### Clock routing, run 1

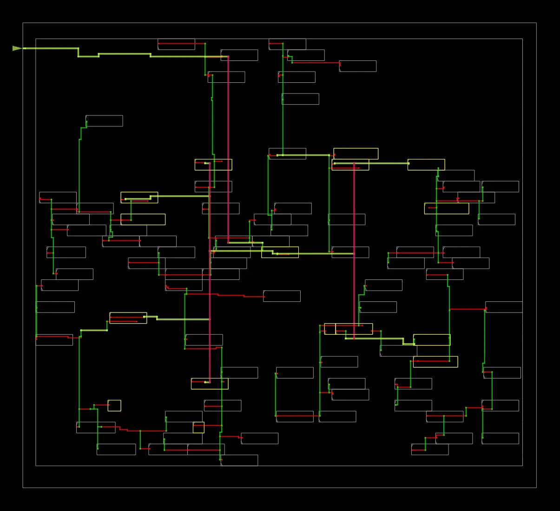
### Close-up of the layout, run 1

Bar = 20 um. Window x 39 to 89, y 56 to 106 um. Cells in grey, sequential cells in the stronger grey; small squares are vias.
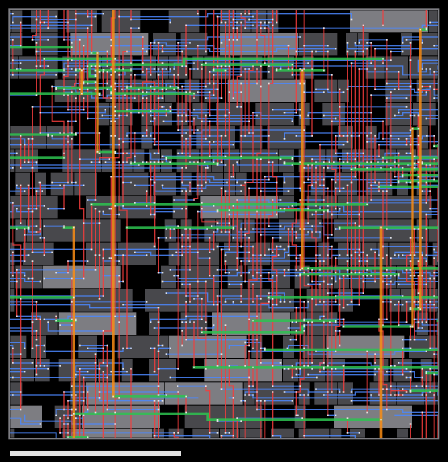
### Pin placement, run 1

Bar = 50 um. Pins as bars across the die edge, other pins in grey.
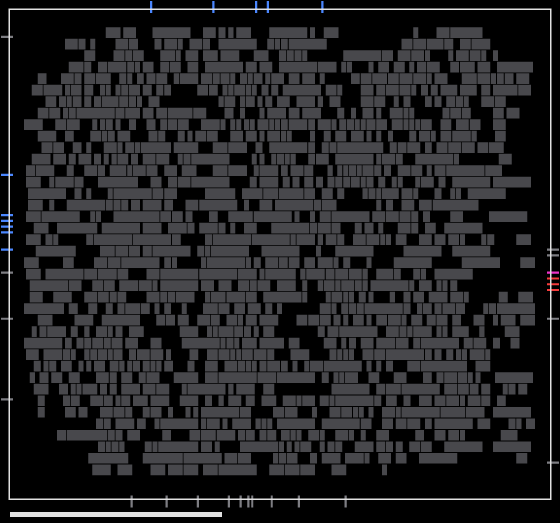
==> src/rtl/ball_pkg.sv <==
// ball_pkg: constants, state codes and velocity helpers shared by the ball
// flight controller, the launch FSM and the ball drawer.
package ball_pkg;
  localparam int HOME_X      = 320;
  localparam int HOME_Y      = 440;
  localparam int SCREEN_W    = 640;
  localparam int SCREEN_H    = 480;
  localparam int OBJ_SIZE    = 16;
  localparam int FIXED_SHIFT = 6;
  localparam int BASE_V      = 128;
  localparam int STEP_V      = 64;
  localparam int VX0         = 48;
  localparam int MAX_V       = 512;
  localparam int GRAVITY     = 4;
  localparam int LOST_FRAMES = 30;
  localparam int MAX_LEVEL   = 4;
  localparam int POS_W       = 22;
  localparam int V_W         = 12;
  localparam int CNT_W       = 5;
  localparam logic [1:0] S_IDLE   = 2'd0;
  localparam logic [1:0] S_LAUNCH = 2'd1;
  localparam logic [1:0] S_FLY    = 2'd2;
  localparam logic [1:0] S_LOST   = 2'd3;
  typedef logic signed [POS_W-1:0] pos_t;
  typedef logic signed [V_W-1:0] vel_t;
  localparam pos_t HOME_X_FP = pos_t'(HOME_X << FIXED_SHIFT);
  localparam pos_t HOME_Y_FP = pos_t'(HOME_Y << FIXED_SHIFT);
  localparam pos_t X_MAX_PX  = pos_t'(SCREEN_W - OBJ_SIZE);
  localparam pos_t X_MAX_FP  = pos_t'((SCREEN_W - OBJ_SIZE) << FIXED_SHIFT);
  localparam pos_t Y_EXIT_PX = pos_t'(SCREEN_H);
  localparam vel_t V_LIM     = vel_t'(MAX_V);

  function automatic logic [2:0] sat_level(input logic [2:0] l);
    return (l > 3'(MAX_LEVEL)) ? 3'(MAX_LEVEL) : l;
  endfunction

  function automatic vel_t clamp_v(input vel_t v);
    return (v > V_LIM) ? V_LIM : (v < -V_LIM) ? -V_LIM : v;
  endfunction

  function automatic vel_t abs_v(input vel_t v);
    return v[V_W-1] ? -v : v;
  endfunction
endpackage

==> src/rtl/ball_flight_ctrl_if.sv <==
// ball_flight_ctrl_if: launch handshake, frame/collision events and ball
// position outputs between the launch FSM side (master) and the controller (slave).
interface ball_flight_ctrl_if;
  logic              startGame;
  logic [2:0]        startSpeed;
  logic              startOfFrame;
  logic              collision_x;
  logic              collision_y;
  logic signed [10:0] topLeftX;
  logic signed [10:0] topLeftY;
  logic              ball_active;
  logic              ball_lost;
  modport master (
    output startGame, startSpeed, startOfFrame, collision_x, collision_y,
    input  topLeftX, topLeftY, ball_active, ball_lost
  );
  modport slave (
    input  startGame, startSpeed, startOfFrame, collision_x, collision_y,
    output topLeftX, topLeftY, ball_active, ball_lost
  );
endinterface

==> src/rtl/ball_speed_lut.sv <==
// ball_speed_lut: maps a launch level to the initial fixed-point velocity,
// saturating levels above MAX_LEVEL.
module ball_speed_lut
  import ball_pkg::*;
(
  input  logic [2:0] lvl_i,
  output vel_t       vx0_o,
  output vel_t       vy0_o
);
  logic [2:0] lvl;
  assign lvl   = sat_level(lvl_i);
  assign vx0_o = vel_t'(VX0);
  assign vy0_o = vel_t'(-(BASE_V + STEP_V * int'(lvl)));
endmodule

==> src/rtl/ball_flight_ctrl.sv <==
// ball_flight_ctrl: launches the ball from the cannon, moves it once per frame with
// wall/collision reflection and reports bottom-edge loss. BALL_GRAVITY_EN adds gravity.
module ball_flight_ctrl
  import ball_pkg::*;
(
  input logic               clk,
  input logic               resetN,
  ball_flight_ctrl_if.slave bus
);
  logic [1:0]       state_q, state_d;
  logic [2:0]       lvl_q, lvl_d;
  pos_t             px_q, px_d, py_q, py_d;
  vel_t             vx_q, vx_d, vy_q, vy_d;
  logic             fx_q, fx_d, fy_q, fy_d;
  logic             lost_q, lost_d;
  logic [CNT_W-1:0] cnt_q, cnt_d;
  vel_t             vx0, vy0, vx_r, vy_r, vy_g, vx_c, vy_c, vx_w, vy_w;
  pos_t             px_s, py_s, px_w, py_w;
  logic             hit_l, hit_r, hit_t, hit_b;

  ball_speed_lut u_lut (.lvl_i(lvl_q), .vx0_o(vx0), .vy0_o(vy0));

  // A collision pulse in the frame cycle itself counts as well as a sticky flag.
  assign vx_r = (fx_q | bus.collision_x) ? -vx_q : vx_q;
  assign vy_r = (fy_q | bus.collision_y) ? -vy_q : vy_q;
`ifdef BALL_GRAVITY_EN
  assign vy_g = vy_r + vel_t'(GRAVITY);
`else
  assign vy_g = vy_r;
`endif
  assign vx_c = clamp_v(vx_r);
  assign vy_c = clamp_v(vy_g);
  assign px_s = px_q + pos_t'(vx_c);
  assign py_s = py_q + pos_t'(vy_c);
  // Walls override the collision-derived direction for this frame.
  assign hit_l = px_s[POS_W-1];
  assign hit_r = (px_s >>> FIXED_SHIFT) > X_MAX_PX;
  assign hit_t = py_s[POS_W-1];
  assign px_w  = hit_l ? '0 : hit_r ? X_MAX_FP : px_s;
  assign vx_w  = hit_l ? abs_v(vx_c) : hit_r ? -abs_v(vx_c) : vx_c;
  assign py_w  = hit_t ? '0 : py_s;
  assign vy_w  = hit_t ? abs_v(vy_c) : vy_c;
  assign hit_b = (py_w >>> FIXED_SHIFT) >= Y_EXIT_PX;

  always_comb begin
    state_d = state_q;
    lvl_d   = lvl_q;
    px_d    = px_q;
    py_d    = py_q;
    vx_d    = vx_q;
    vy_d    = vy_q;
    fx_d    = fx_q;
    fy_d    = fy_q;
    lost_d  = 1'b0;
    cnt_d   = cnt_q;
    case (state_q)
      S_IDLE: begin
        px_d = HOME_X_FP;
        py_d = HOME_Y_FP;
        if (bus.startGame) begin
          state_d = S_LAUNCH;
          lvl_d   = sat_level(bus.startSpeed);
        end
      end
      S_LAUNCH: begin
        vx_d    = vx0;
        vy_d    = vy0;
        fx_d    = 1'b0;
        fy_d    = 1'b0;
        state_d = S_FLY;
      end
      S_FLY: begin
        fx_d = fx_q | bus.collision_x;
        fy_d = fy_q | bus.collision_y;
        if (bus.startOfFrame) begin
          px_d = px_w;
          py_d = py_w;
          vx_d = vx_w;
          vy_d = vy_w;
          fx_d = 1'b0;
          fy_d = 1'b0;
          if (hit_b) begin
            state_d = S_LOST;
            lost_d  = 1'b1;
            cnt_d   = '0;
          end
        end
      end
      default: begin
        if (bus.startOfFrame) begin
          cnt_d = cnt_q + 1'b1;
          if (cnt_q == CNT_W'(LOST_FRAMES - 1)) begin
            state_d = S_IDLE;
            px_d    = HOME_X_FP;
            py_d    = HOME_Y_FP;
            vx_d    = '0;
            vy_d    = '0;
            cnt_d   = '0;
          end
        end
      end
    endcase
  end

  always_ff @(posedge clk or negedge resetN) begin
    if (!resetN) begin
      state_q <= S_IDLE;
      lvl_q   <= '0;
      px_q    <= HOME_X_FP;
      py_q    <= HOME_Y_FP;
      vx_q    <= '0;
      vy_q    <= '0;
      fx_q    <= 1'b0;
      fy_q    <= 1'b0;
      lost_q  <= 1'b0;
      cnt_q   <= '0;
    end else begin
      state_q <= state_d;
      lvl_q   <= lvl_d;
      px_q    <= px_d;
      py_q    <= py_d;
      vx_q    <= vx_d;
      vy_q    <= vy_d;
      fx_q    <= fx_d;
      fy_q    <= fy_d;
      lost_q  <= lost_d;
      cnt_q   <= cnt_d;
    end
  end

  assign bus.topLeftX    = 11'(px_q >>> FIXED_SHIFT);
  assign bus.topLeftY    = 11'(py_q >>> FIXED_SHIFT);
  assign bus.ball_active = (state_q == S_FLY);
  assign bus.ball_lost   = lost_q;
endmodule

==> src/flat_wrapper.sv <==
// flat-port wrapper written by rule: the top's interface ports become plain ports
module ball_flight_ctrl_flat import ball_pkg::*;
  (clk, resetN, bus_startGame, bus_startSpeed, bus_startOfFrame, bus_collision_x, bus_collision_y, bus_topLeftX, bus_topLeftY, bus_ball_active, bus_ball_lost);
  ball_flight_ctrl_if bus_i ();
  input logic clk;
  input logic resetN;
  input wire logic [$bits(bus_i.startGame)-1:0] bus_startGame;
  input wire logic [$bits(bus_i.startSpeed)-1:0] bus_startSpeed;
  input wire logic [$bits(bus_i.startOfFrame)-1:0] bus_startOfFrame;
  input wire logic [$bits(bus_i.collision_x)-1:0] bus_collision_x;
  input wire logic [$bits(bus_i.collision_y)-1:0] bus_collision_y;
  output wire logic [$bits(bus_i.topLeftX)-1:0] bus_topLeftX;
  output wire logic [$bits(bus_i.topLeftY)-1:0] bus_topLeftY;
  output wire logic [$bits(bus_i.ball_active)-1:0] bus_ball_active;
  output wire logic [$bits(bus_i.ball_lost)-1:0] bus_ball_lost;
  assign bus_i.startGame = bus_startGame;
  assign bus_i.startSpeed = bus_startSpeed;
  assign bus_i.startOfFrame = bus_startOfFrame;
  assign bus_i.collision_x = bus_collision_x;
  assign bus_i.collision_y = bus_collision_y;
  assign bus_topLeftX = bus_i.topLeftX;
  assign bus_topLeftY = bus_i.topLeftY;
  assign bus_ball_active = bus_i.ball_active;
  assign bus_ball_lost = bus_i.ball_lost;
  ball_flight_ctrl u_core (.clk(clk), .resetN(resetN), .bus(bus_i));
endmodule
==> config.mk <==
export PLATFORM = sky130hd
export DESIGN_NAME = ball_flight_ctrl_flat
export DESIGN_NICKNAME = d
export VERILOG_FILES = /design/src/rtl/ball_pkg.sv /design/src/rtl/ball_flight_ctrl_if.sv /design/src/rtl/ball_speed_lut.sv /design/src/rtl/ball_flight_ctrl.sv /design/src/flat_wrapper.sv
export SDC_FILE = /design/constraint.sdc
export NUM_CORES = 1
export LEC_CHECK = 0
export CORE_ASPECT_RATIO = 0.9
export CORE_MARGIN = 3
export CORE_UTILIZATION = 60
export CTS_CLUSTER_DIAMETER = 200
export DETAILED_ROUTE_END_ITERATION = 7
export MAX_ROUTING_LAYER = met4
export PLACE_DENSITY = 0.79
export SLEW_MARGIN = 20
export SYNTH_ARGS = -nofsm -noshare
export SYNTH_HDL_FRONTEND = slang
export SYNTH_SLANG_ARGS = --single-unit
==> constraint.sdc <==
create_clock -name clk -period 7.1 [get_ports clk]
set_clock_uncertainty 0.15 [all_clocks]
set_input_delay 1.42 -clock clk [delete_from_list [all_inputs] [get_ports clk]]
set_output_delay 1.42 -clock clk [all_outputs]
set_load 0.005 [all_outputs]
==> flow_summary.ini, run 1 <==
; implementation run metrics
[synthesis]
synthArstFlopShare_pct = 100
ys_sh_simple_pct = 22.0
synth.logic.top_family = AND-OR/OR-AND gates
topCellsByArea = dfrtp_1 23%, ha_1 8.1%, xnor2_1 5.2%
synth_chip_area_um2 = 7990
ys_ff = 79
synth_cell_type_count = 94
synth-main-ff-cell = dfrtp_1
synth_nets = 1071
yosys_warnings = 0
synth.most_common_cell = nand2_1

[floorplan]
die_area_um2 = 14700
initCoreUtil_pct = 62.3
core_um2 = 12800

[global_routing]
grt_max_degree = 61
gr-total-overflow = 0
grt_use_met2_pct = 46.0
met3_usage_pct = 5.71
first_global_vias = 6991
grt_use_met1_pct = 45.2
antenna_found_initial = 0

[layout]
fill_cells = 1062
largest_registers = u_core.px_q: 21 flops, u_core.py_q: 21 flops
nNetsFinal = 1102
final_util_pct = 69.9
sh_comb_area_pct = 61.3
lay_top_cells = 108 x nand2_1, 96 x nor2_1, 76 x a21oi_1, 72 x dfrtp_1, 55 x buf_4
area_dominant_class = combinational gates
n_all_inverters = 44
design_area_um2 = 8970
antennaDiodeCount = 0

[placed_design]
routabilityCongestion = 0.981

[run]
maxCapViolations = 0
warnings = 29

[outcome]
status = finished clean

[worst_hold_path]
worstHoldPathCells = 2
hp-class = reg -> reg
hold_end = u_core.lvl_q[0]$_DFFE_PN0P_

[setup_path]
crit_cells = 21
reg2regPathDepth = 22
reg2reg_from = u_core.vx_q[0]$_DFFE_PN0P_
cp_slowest_stage_delay_ps = 700
r2r_end = u_core.px_q[8]$_DFFE_PN0P_
end_kind = flop
crit_end = u_core.px_q[8]$_DFFE_PN0P_
crit_family = AND-OR/OR-AND gates
worstSetupStartpointType = primary input

[final_timing]
drv_slew = 0
post-route-period-util_pct = 96.2
setup_viol = 0
worstMarginPinSlew_ps = 776

[clock_network]
cts_hold_buffers = 0
clock_path_buffers = 2
tritoncts = built

[routing]
drt_iter0_markers = 998
wl_met2_mm = 9.50
wl_met1_mm = 10.4
## Picture notes: 'Clock routing'
clk sink count: 79
Inserted Clock Buffers: 9

## Picture notes: 'Close-up of the layout'
- M1: blue
- M2: red
- M4: orange
- M3: green
- cells with their middle in the window: 224
- most frequent: nand2_1 (27), nor2_1 (25)
- sequential cells in the window: 15
- netlist names of flops here include: u_core.px_q (7), u_core.vx_q (4), u_core.py_q (3)

## Picture notes: 'Pin placement'
- bus_topLeftX: blue (pins 11; direction output; edge 6 left, 5 top)
- bus_startGame: magenta (pins 1; direction input; edge right)
- bus_startSpeed: red (pins 3; direction input; edge right)

### Met1 routing, run 1

Bar = 50 um.
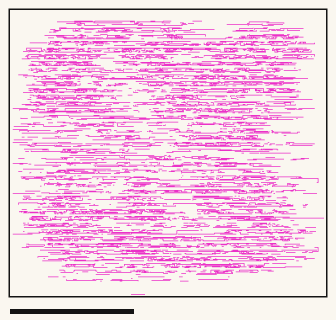

--- run 2 (diff from run 1) ---
--- a/config.mk
+++ b/config.mk
@@ -10,8 +10,10 @@
 export CORE_UTILIZATION = 60
 export CTS_CLUSTER_DIAMETER = 200
 export DETAILED_ROUTE_END_ITERATION = 7
+export GPL_TIMING_DRIVEN = 0
 export MAX_ROUTING_LAYER = met4
 export PLACE_DENSITY = 0.79
+export SETUP_SLACK_MARGIN = 0.4
 export SLEW_MARGIN = 20
 export SYNTH_ARGS = -nofsm -noshare
 export SYNTH_HDL_FRONTEND = slang
### Met1 routing, run 2

Bar = 50 um.
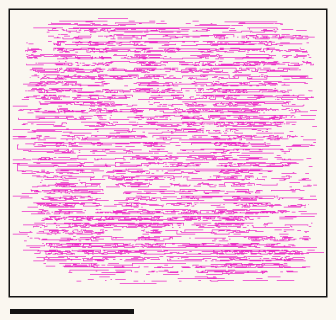
- share of all routed wire: 47%
- longest straight run: 63.0 um
- wire length on this layer: 10800 um
- nets with wire on the layer: 1066
- main direction: horizontal

### Close-up of the layout, run 2

Bar = 20 um. Window x 39 to 89, y 56 to 106 um. Cells in grey, sequential cells in the stronger grey; small squares are vias.
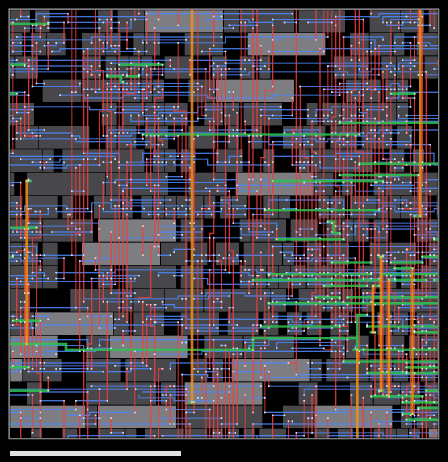
- M2: red
- M3: green
- M1: blue
- M4: orange
- most frequent: nand2_1 (24), nor2_1 (20), a21oi_1 (16)
- netlist names of flops here include: u_core.px_q (10), u_core.py_q (2)
- cells with their middle in the window: 228
- sequential cells in the window: 14

==> flow_summary.ini, run 2 <==
; implementation run metrics
[global_routing]
met3_usage_pct = 5.25
gr-total-overflow = 0
grt_max_degree = 56
antenna_found_initial = 0
first_global_vias = 7341
grt.busiest_layer = met2
grt_use_total_pct = 32.7
grt_pass1_wl_mm = 37.8
grt_use_met1_pct = 47.0
grt_use_met2_pct = 48.9

[routing]
antenna_left = 0
wl_mm = 23.1
routedWlPerCell_um = 18.6
wl_met1_mm = 10.8
wl_met2_mm = 10.3
vias_per_cell = 6.37
drt_iter0_markers = 780
drtPass1Iterations = 5
dr_total_vias = 7925
met3_length_mm = 1.64
highest_layer = met4
remaining_drc_errors = 0

[layout]
clkCellAreaFrac_pct = 3.18
drive_gt1_share_pct = 15.9
lay_top_cells = 106 x nand2_1, 86 x nor2_1, 72 x a21oi_1, 72 x dfrtp_1, 53 x o21ai_0
antennaDiodeCount = 0
largest_registers = u_core.px_q: 21 flops, u_core.py_q: 21 flops
final_util_pct = 73.4
nNetsFinal = 1138
layout_top_cell = nand2_1
fin_cells = 1245
n_all_inverters = 44
comb_cells = 819
ff_count = 79
logic_area_um2 = 5840
signal_buffers = 123
area_dominant_class = combinational gates
regArea_um2 = 1990
nonClkBufAreaFrac_pct = 9.80
sh_seq_area_pct = 21.1
sh_comb_area_pct = 62.0
fill_cells = 1014
design_area_um2 = 9420

[final_timing]
max_freq_ghz = 0.154
fin_crit_ps = 6470
rsz0062_at_grt = false
post-route-period-util_pct = 91.2
fin_tns_setup_ps = 0
drv_slew = 0
setup_viol = 0
relSlewSlack_pct = 38.4
worstMarginPinSlew_ps = 922
final.setup.worst_slack_ps = 625
hold_viol = 0
hold_ws_ps = 343

[synthesis]
synthArstFlopShare_pct = 100
muxShareOfSynthArea_pct = 1.30
synth-main-ff-cell = dfrtp_1
synth_xor_xnor_area_share_pct = 8.41
ys_cells = 1009
synth_cell_type_count = 94
synth.largest_area_cell = dfrtp_1
ys_ff = 79
yosys_warnings = 0
ys_sh_simple_pct = 22.0
synth.most_common_cell = nand2_1
topCellsByArea = dfrtp_1 23%, ha_1 8.1%, xnor2_1 5.2%
synth_chip_area_um2 = 7990
yosys.area.top_type_share_pct = 22.5
synth.logic.top_family = AND-OR/OR-AND gates
avgSynthCellArea_um2 = 7.92
ys_seq_share_pct = 24.8
edf_count = 0
syn_area_um2 = 7990
synth-compound-area-share_pct = 28.3
synth_nets = 1071
synthAdderAreaFrac_pct = 8.64
common_cells = 108 x nand2_1, 96 x nor2_1, 76 x a21oi_1

[floorplan]
tap-cell-count = 164
initCoreUtil_pct = 62.3
fp.dieW_um = 128
core_um2 = 12800
die_area_um2 = 14700
io_pins = 33
num_rows = 39
die_h_um = 115

[clock_network]
cts.sinks = 79
htree_num_levels = 3
path_clk_slew_ps = 60
postCtsSetupBuffers = 8
tritoncts = built
cts_hold_buffers = 0
cts_resized = 58
cts.root.buffer_cell = clkbuf_16
clock_path_buffers = 2
cts_buffers = 9

[placed_design]
pre_cts_slack_ps = -1240
place_hpwl_mm = 16.5
routabilityCongestion = 0.963
dp.cells = 1207
port_buffers = 32
placed_area_um2 = 8550

[worst_hold_path]
hold_end = u_core.lvl_q[0]$_DFFE_PN0P_
worstHoldPathCells = 2
hp-class = reg -> reg

[setup_path]
reg2regPathDepth = 28
crit_start = bus_collision_y
cp_cell_sequence = dlygate4sd2_1, or2_4, and3_1, a221oi_4, o31ai_4, a21boi_4, buf_8, nor2_2, ha_1, inv_1, fa_2, inv_1, a21o_1, a221o_1, or4_4, o311ai_2, o21a_1, a311oi_2, mux2i_1, xor2_1, nor3_2, a31o_2, o21a_1, o32ai_2
cp_slowest_stage_delay_ps = 530
reg2reg_from = u_core.vx_q[0]$_DFFE_PN0P_
cp.arrival_ps = 6580
crit_cells = 24
critical_path_class = in -> reg
worst-endpoint-required_ps = 7200
critPathSlowestCell = or4_4
r2r_end = u_core.vx_q[6]$_DFFE_PN0P_
end_kind = flop
crit_end = u_core.state_q[0]$_DFFE_PN0P_
crit_fanout = 8
crit_buf_inv = 4
worstSetupStartpointType = primary input
r2r_slack_ps = 880
crit_family = AND-OR/OR-AND gates

[run]
warnings = 29
maxCapViolations = 0

[outcome]
status = finished clean
### Clock routing, run 2

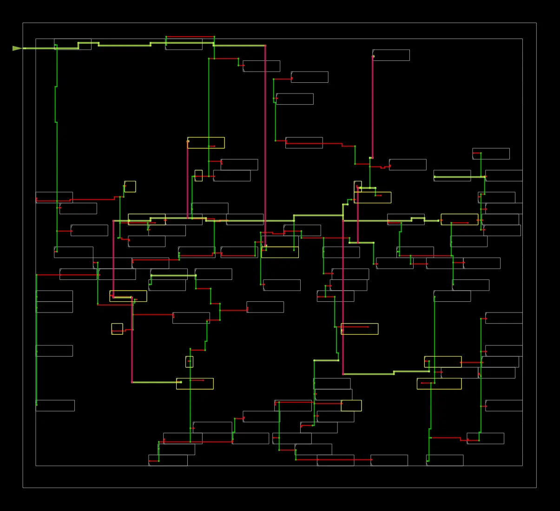
CLK BUF: 10
Insertion Delay late pin: 360 ps

